==> config.mk <==
export PLATFORM = sky130hd
export DESIGN_NAME = pll_reset_sequencer
export DESIGN_NICKNAME = d
export VERILOG_FILES = /design/src/rtl/pll_reset_sequencer.sv
export SDC_FILE = /design/constraint.sdc
export NUM_CORES = 1
export LEC_CHECK = 0
export CAP_MARGIN = 5
export CELL_PAD_IN_SITES_DETAIL_PLACEMENT = 2
export CELL_PAD_IN_SITES_GLOBAL_PLACEMENT = 2
export CORE_MARGIN = 2
export CORE_UTILIZATION = 34
export CTS_BUF_LIST = sky130_fd_sc_hd__clkbuf_4
export DETAILED_ROUTE_END_ITERATION = 7
export MAX_ROUTING_LAYER = met4
export PLACE_DENSITY = 0.86
export SLEW_MARGIN = 25
export SYNTH_ARGS = -nofsm -noshare
export SYNTH_HDL_FRONTEND = slang
export SYNTH_SLANG_ARGS = --single-unit
==> constraint.sdc <==
create_clock -name clkin_25MHz -period 1.7 [get_ports clkin_25MHz]
set_input_delay 0.34 -clock clkin_25MHz [delete_from_list [all_inputs] [get_ports clkin_25MHz]]
set_output_delay 0.34 -clock clkin_25MHz [all_outputs]
set_load 0.02 [all_outputs]
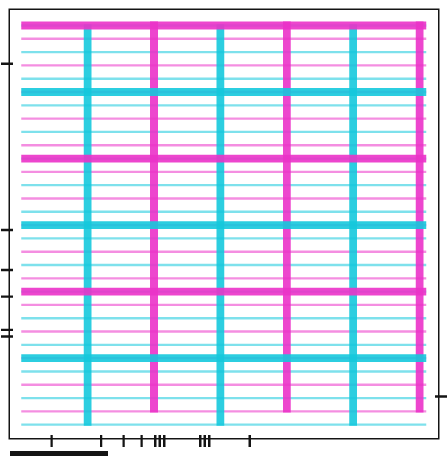
*Floorplan with the power grid, run 1*
The bar under the picture is 20 microns long. Pins as bars on the die edge.
Magenta shows VDD. Cyan shows VSS.
6 straps on met5. 18 signal pins sit on the boundary. The core has 30 rows. 6 straps on met4.
die width: 87.5 microns
chip height: 87.5 microns

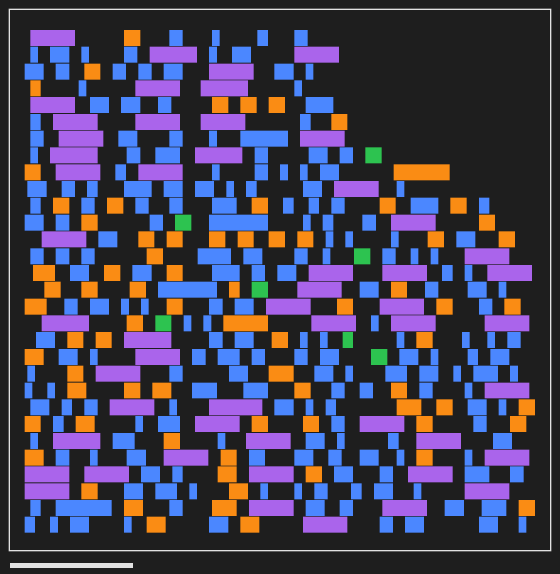
*Cell classes on the final placement, run 1*
The bar under the picture is 20 microns long.
Blue shows all other logic, cells 205. Green shows clock drivers and dummy loads, cells 7. Purple shows flip-flops, cells 52. Orange shows other buffers and delay cells, cells 74.
cell area after layout: 3210 sq um
core area: 6760 sq um
sequential cell area share: 0.328
FP Rows: 30
Finished Core Util: 0.476

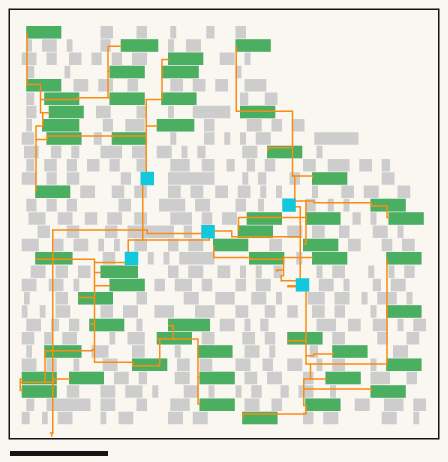
*Clock distribution, run 1*
The bar under the picture is 20 microns long.
Green shows flip-flops, count 52. Orange shows clock wires, length 645 microns. Cyan shows cells driving clock nets, count 5.
Position of the flops: all over the die. There are 6 routed clock nets.
clock share of power: 0.298
clk pwr: 0.550 mW
clk_skew: 12.6 ps

==> results.yml <==
# generated from flow reports
outcome:
  outcome: "complete, but fails checks"
  violations: "negative setup slack"
routing:
  first_pass_iters: 4
  ant_nets: 0
  drtIter0Drc: 54
  drcViolationCount: 0
  drt_wl_total_microns: 8680
  wl_per_cell_microns: 20.8
  vias_per_cell: 5.43
  vias: 2269
clock_network:
  clockBufferDepth: 2
  numCtsBuffers: 5
  cts_tree: "yes"
  numClockSinks: 52
  clock_latency_ps: 370
  htree_levels: 2
  cts-root-buf: "clkbuf_4"
setup_path:
  critPathKind: "reg -> reg"
  worstPathMaxFanout: 2
  r2r_slack_ps: -430
  cp.required_ps: 1920
  crit_arrival_ps: 2350
  cp-start-kind: "register"
  critPathCaptureType: "register"
  reg2reg_depth: 4
cells_and_area:
  lay_top_count: "buf_4"
  num-fill-cells: 739
  antenna_cells: 0
  area_delta_synth_final_pct: 35.6
  nets: 344
  regArea_sq_um: 1050
  drive_gt1_frac: 0.305
  mi_logic_area_sq_um: 1380
  lay_top_cells: "buf_4, dfxtp_1, nor2_1"
pwr:
  vdd_ir_drop_max_mv: 0.336
  p_int_mw: 1.40
  swShare: 0.241
  p_sw_mw: 0.444
  finalPower_mw: 1.85
  seqPwrFrac: 0.668
  power_leakage_nw: 1.17
  p_per_area_nw_per_um2: 575
run:
  max-cap-violations: 0
  warning_count: 29
synth:
  syn_inst: 269
  yosys_most_used_dff: "dfxtp_1"
  edf_count: 0
  ys_async_sr_fraction: 0
  ys_types: 35
  synth_seq_share: 0.439
  ys_area_sq_um: 2370
  synth_stat.cells: 269
  synth-seq-cells: 52
  yosysTopAreaCell: "dfxtp_1"
  syn_area_sq_um: 2370
  yosys_warnings: 0
  synth_area_per_cell_sq_um: 8.81
global_routing:
  antenna_found_initial: 0
  groute.usage.overall: 0.233
  grt_max_degree: 21
  grt_pass1_wl_microns: 13300
  grt_pass1_vias: 2581
  grt_overflow: 0
placement:
  dp_hpwl_microns: 5920
  gp_congestion: 0.764
  placed_area_sq_um: 3030
  post-place-cells: 406
  io_buffers: 15
  pre_cts_slack_ps: -360
sta:
  slew_headroom: 0.610
  hold_viol: 0
  finalCriticalPeriod_ps: 2130
  rsz0062_at_grt: "yes"
  worstMarginPinSlew_ps: 583
  fin_crit_sh: 1.25
  fin_ws_ps: -429
  setup_viol_count_final: 41
floorplanning:
  chip_area_sq_um: 7650
  pin_count: 18
hold_path:
  hold_depth: 1
  hold_path.class: "reg -> reg"
run 1: synthesized netlist by cell type (all sizes together), types with 2 or more instances:
library cell	instances
nand3	13
xnor2	20
clkbuf	5
nand2	22
a221oi	2
buf	8
dfxtp	52
nor4b	2
nand4b	2
and4	3
nand4	13
nor2b	2
a21oi	3
nor3	8
xor2	22
ha	3
a311oi	2
or4	2
inv	7
and3	5
nor2	39
nor4	24
and2	2
run 1: timing repair:
action | in CTS | in global routing
buffers inserted | 1 | 3
gates cloned | 1 | 1
endpoints found under the hold margin | 0 | 0
gates resized | 19 | 29
endpoints found under the setup margin | 59 | 50
pin swaps | 3 | 15
run 1: per-stage QoR:
| step | TNS, ps | utilization | hold slack, ps |
|---|---|---|---|
| after global placement | -7470 | 0.448 | 439 |
| final | -13660 | 0.476 | 494 |
| after detailed placement | -12060 | 0.448 | 445 |
| after global routing | -15930 | 0.476 | 502 |
| after floorplan | -3150 | - | 412 |
| after CTS | -13820 | 0.461 | 469 |
run 1: logic make-up (layout without fill, tap and decap cells):
family / count (synthesis) / count (layout) / synth area share
compound gates: 11 / 11 / 0.0370
xor+xnor: 42 / 42 / 0.155
fa+ha+maj: 3 / 3 / 0.0158
buf+inv: 20 / 88 / 0.0433
flops: 52 / 52 / 0.439
other cells: 1 / 2 / 0.00158
simple gates: 140 / 140 / 0.308
run 1: critical path, stage by stage, from the launching register on:
cell	delay (ps)
dfxtp_2	360
or4_4	560
and4bb_2	340
nand2_2	90
a2111oi_1	620
run 1: routing by layer:
| metal | vias to the layer above | GRT usage | share of wire |
|---|---|---|---|
| li1 | 1072 | - | - |
| met1 | 1145 | 0.250 | 0.39 |
| met2 | 37 | 0.443 | 0.57 |
| met3 | 15 | 0.0294 | 0.023 |
| met4 | 0 | 0.0629 | 0.018 |
| met5 | - | - | 0 |
run 1: power groups by stage:
stage          clock network, mW  registers [mW]  logic, mW
4_1_cts                    0.571            1.23     0.0621
3_5_place_dp                   0            1.26     0.0612
5_1_grt                    0.606            1.23     0.0679
2_1_floorplan                  0            1.26     0.0326
3_3_place_gp                   0            1.26     0.0553
6_report                   0.550            1.23     0.0636
run 1: cell type report:
| cell class | count | area share |
|---|---|---|
| multi-input cells | 198 | 0.428 |
| clock buffers | 5 | 0.0117 |
| clock inverters | 2 | 0.00389 |
| inverters | 7 | 0.00817 |
| repair buffers | 74 | 0.190 |
| well taps | 80 | 0.0311 |
| flip-flops and latches | 52 | 0.328 |
Power is estimated from default activity; no workload was simulated.
